Design bus_sched, sky130hd; sources not shown.
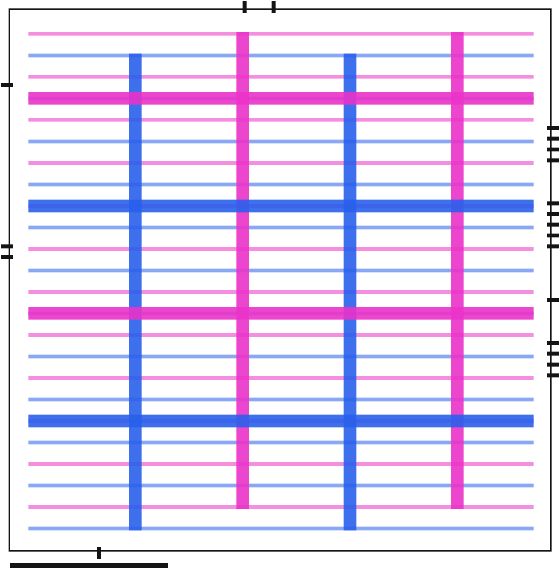
(power grid)
Bar = 20 um. Pins as bars on the die edge.
VDD -> magenta
VSS -> blue
rows = 23
met4 straps = 4
signal pins = 20
met5 straps = 4
VDD IR max: 0.102 mV
core area: 4000 um2
die x size: 68.3 um

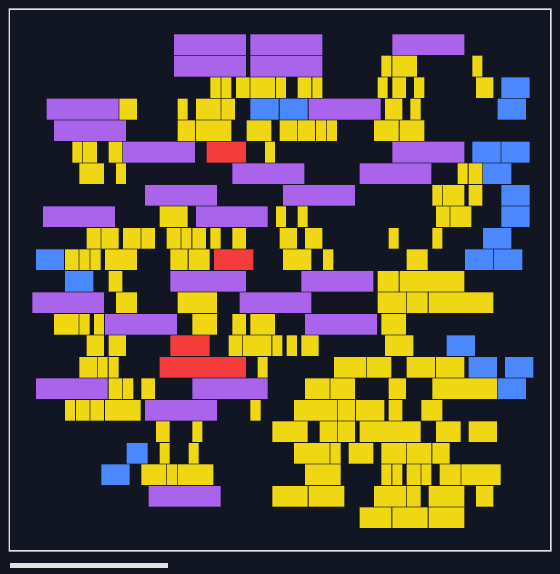
(cells coloured by class)
Bar = 20 um.
combinational and other logic -> yellow  # cells 150, share of their area 54%
clock drivers and dummy loads -> red  # cells 4, share of their area 3.6%
other buffers and delay cells -> blue  # cells 20, share of their area 9.9%
flops -> purple  # cells 26, share of their area 33%
Core Util, Final: 0.512
cell row count: 23

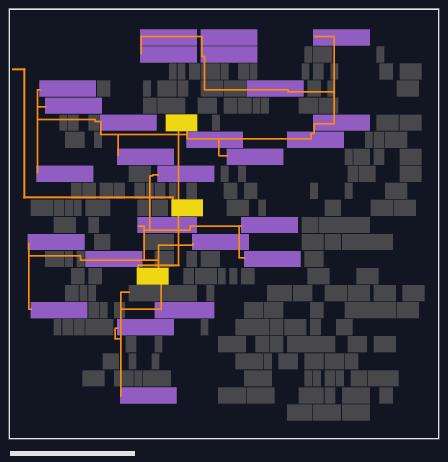
(clock network drawn from the DEF)
Bar = 20 um.
flip-flops -> purple  # count 26
clock drivers -> yellow  # count 3
clock wires -> orange  # length 336 um
routed clock nets = 4
clock network power: 107 uW
clock latency on the worst-skew pair: 270 ps
clock power share: 0.163

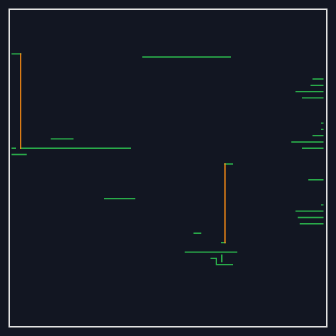
(signal wires by layer)
Two of the layers only.
metal 4 -> orange  # wire length 37.4 um
metal 3 -> green  # wire length 129 um
total routed wirelength: 3850 um
wire length per cell after detailed routing: 15.4 um
Tot GR Track Use: 0.184

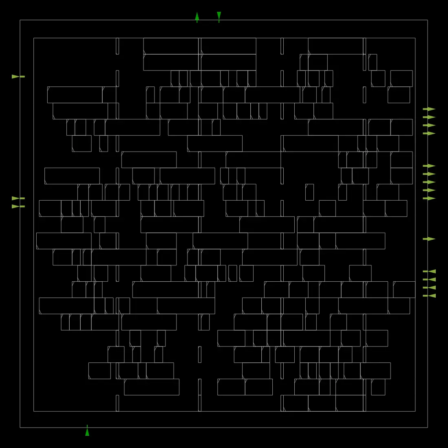
(placed standard cells)
# fillers: 365
tap cell count: 50
Seq cells: 26
final cell count without fillers: 250
fraction of area in registers: 0.319

==> reports/metrics.json <==
{
  "cts_tree": {"value": "done"},
  "lay_top_cells": {"value": "sky130_fd_sc_hd__dfrtp_1, sky130_fd_sc_hd__nor2_1, sky130_fd_sc_hd__clkdlybuf4s50_1, sky130_fd_sc_hd__nand2_1, sky130_fd_sc_hd__ha_1"},
  "via_count_of_the_first_global_routing_pass": {"value": 1374},
  "antenna-diode-count": {"value": 0},
  "die-area": {"value": 4670, "unit": "um2"},
  "area_growth_syn_to_layout": {"value": 18.0, "unit": "%"},
  "cp_data_required_time": {"value": 6410, "unit": "ps"},
  "cts_buffers": {"value": 3},
  "endpoint_kind": {"value": "output pin"},
  "postCtsSetupRepairBufs": {"value": 0},
  "ys_seq_share": {"value": 0.376},
  "number_of_clock_sinks_seen_by_cts": {"value": 26},
  "fin_area": {"value": 2050, "unit": "um2"},
  "yosys_warns": {"value": 0},
  "route.detailed.drc": {"value": 0},
  "worst_hold_path.num_cells": {"value": 1},
  "grtUsageMet1": {"value": 0.252},
  "fraction_of_post_synthesis_cell_area_in_the_top_cell_type_by_area": {"value": 0.346},
  "gp_congestion": {"value": 0.925},
  "critical_path.startpoint_type": {"value": "input pin"},
  "grt_start_max_net_pins": {"value": 27},
  "tns": {"value": 0, "unit": "ps"},
  "placedInstanceArea": {"value": 1980, "unit": "um2"},
  "place_ws": {"value": 2930, "unit": "ps"},
  "rsz0062_at_grt": {"value": "false"},
  "fin_crit_sh": {"value": 0.645},
  "finalHoldViolations": {"value": 0},
  "drv_slew": {"value": 0},
  "wire_length_of_the_first_global_routing_pass": {"value": 6420, "unit": "um"},
  "placed_cells": {"value": 246},
  "leakagePower": {"value": 0.847, "unit": "nW"},
  "post_synth_arst_share": {"value": 1.00},
  "postCtsResizedCells": {"value": 0},
  "slack_of_the_worst_reg_to_reg_path": {"value": 4740, "unit": "ps"},
  "timing.max_cap.violations": {"value": 0},
  "drt_pass1_iterations": {"value": 4},
  "synth.net_count": {"value": 199},
  "final_antenna_net_count": {"value": 0},
  "global_route.usage.met3": {"value": 0.0247},
  "drt-initial-drc-count": {"value": 104},
  "syn_area": {"value": 1740, "unit": "um2"},
  "crit_path_frequent_cell": {"value": "sky130_fd_sc_hd__clkdlybuf4s50_1"},
  "timing.reg2reg.worst_path_depth": {"value": 10},
  "worstSetupPathType": {"value": "in2out"},
  "dp_hpwl": {"value": 2970, "unit": "um"},
  "synth-cells-yosys": {"value": 179},
  "layout_min_cycle_time": {"value": 5290, "unit": "ps"},
  "max_freq": {"value": 189, "unit": "MHz"},
  "clk_root_buffer_cell": {"value": "sky130_fd_sc_hd__clkbuf_8"},
  "crit_chain": {"value": "clkdlybuf4s50_1 -> a22oi_1 -> a311o_1 -> nor2b_1 -> clkdlybuf4s50_1"},
  "worst_hold_slack": {"value": 349, "unit": "ps"},
  "cp.arrival": {"value": 3500, "unit": "ps"},
  "crit_path_max_incr_delay": {"value": 630, "unit": "ps"},
  "vias_per_cell": {"value": 5.75},
  "design.final.nets": {"value": 221},
  "status": {"value": "complete, no violations"},
  "floorplanUtilization": {"value": 0.434},
  "synth_area_leader_cell": {"value": "sky130_fd_sc_hd__dfrtp_1"},
  "path_max_fanout": {"value": 7},
  "setup_viol": {"value": 0},
  "layout_top_cell": {"value": "sky130_fd_sc_hd__dfrtp_1"},
  "share_of_post_route_cells_with_drive_strength_above_1": {"value": 0.130},
  "yosys_most_used_dff": {"value": "sky130_fd_sc_hd__dfrtp_1"},
  "worst_slack": {"value": 2910, "unit": "ps"},
  "synth.area.top_cells": {"value": "sky130_fd_sc_hd__dfrtp_1, sky130_fd_sc_hd__ha_1, sky130_fd_sc_hd__nor2_1, sky130_fd_sc_hd__mux4_2, sky130_fd_sc_hd__dfstp_2"},
  "io_buffers": {"value": 19},
  "pwr_density_cell": {"value": 320, "unit": "nW/um2"},
  "post_cts_hold_buffer_count": {"value": 0},
  "globalRoute.busiestLayer": {"value": "met2"},
  "total_power_consumption_of_the_routed_design": {"value": 656, "unit": "uW"},
  "boundaryPins": {"value": 20},
  "ys_area": {"value": 1740, "unit": "um2"},
  "post_synth.cell_area_avg": {"value": 9.70, "unit": "um2"},
  "htree_levels": {"value": 1},
  "initial_antenna_violation_count": {"value": 0},
  "tightestPinTransition": {"value": 584, "unit": "ps"},
  "worst_slew_margin_rel": {"value": 0.610},
  "crit_path_top_delay_cell": {"value": "sky130_fd_sc_hd__clkdlybuf4s50_1"},
  "path_clk_slew": {"value": 90, "unit": "ps"},
  "synth-seq-cells": {"value": 26},
  "routed_vias": {"value": 1438},
  "openroad.warnings": {"value": 35},
  "edf_count": {"value": 0},
  "globalRouteOverflowTotal": {"value": 0},
  "postSynthCellCount": {"value": 179},
  "grt.met2_usage": {"value": 0.295},
  "synth.lib_cells_used.distinct": {"value": 51},
  "min_path_type": {"value": "reg2reg"},
  "cts.path.max_buffers": {"value": 2}
}
cell type report:
class                   count  area, um2
multi-input cells         141       1030
fillers                   365       1950
inverters                   9       33.8
clock buffers               3       41.3
flip-flops and latches     26        653
repair buffers             20        198
well taps                  50       62.6
clock inverters             1       30.0
cell families (layout without fill, tap and decap cells):
logic type / Yosys count / after routing / synth area share
buffers and inverters: 12 / 33 / 0.0303
adders and majority gates: 11 / 11 / 0.0792
DFF: 26 / 26 / 0.376
AOI/OAI and AO/OA: 42 / 42 / 0.191
xor gates and xnor gates: 9 / 9 / 0.0454
muxes: 5 / 5 / 0.0504
and+or+nand+nor: 74 / 74 / 0.228
critical path, delay by kind of cell:
kind	cells	cell delay [ps]
compound gates	2	510
simple gates	1	140
buf+inv	2	1210
cells in the mapped netlist (2+ instances only):
cell type                   number
sky130_fd_sc_hd__a21oi_1         4
sky130_fd_sc_hd__a22oi_1         5
sky130_fd_sc_hd__a311o_1         3
sky130_fd_sc_hd__a32o_1          2
sky130_fd_sc_hd__a32o_2          2
sky130_fd_sc_hd__and2_1          3
sky130_fd_sc_hd__and2b_2         2
sky130_fd_sc_hd__clkbuf_1        2
sky130_fd_sc_hd__dfrtp_1        24
sky130_fd_sc_hd__dfstp_2         2
sky130_fd_sc_hd__ha_1           11
sky130_fd_sc_hd__inv_1           8
sky130_fd_sc_hd__mux2i_1         2
sky130_fd_sc_hd__mux4_2          3
sky130_fd_sc_hd__nand2_1        12
sky130_fd_sc_hd__nand2b_1        3
sky130_fd_sc_hd__nand3_1         8
sky130_fd_sc_hd__nand4_1         2
sky130_fd_sc_hd__nor2_1         23
sky130_fd_sc_hd__nor2b_1         2
sky130_fd_sc_hd__nor3_1          5
sky130_fd_sc_hd__nor4_1          5
sky130_fd_sc_hd__o21ai_0         7
sky130_fd_sc_hd__o21ai_1         2
sky130_fd_sc_hd__o2bb2ai_1       2
sky130_fd_sc_hd__or2_2           3
sky130_fd_sc_hd__xnor2_1         4
sky130_fd_sc_hd__xor2_1          5
power breakdown:
part / leakage [nW] / internal [mW] / switching [mW]
Sequential: 0.349 / 0.154 / 0.0386
Combinational: 0.462 / 0.165 / 0.192
Clock: 0.0357 / 0.0653 / 0.0415
routing by layer:
metal,wire [um],share of wire
met1,1860,0.48
met2,1830,0.47
met3,128,0.033
met4,37,0.0096
met5,0,0
Power figures rest on the tool's default switching activity, not on a simulated workload.
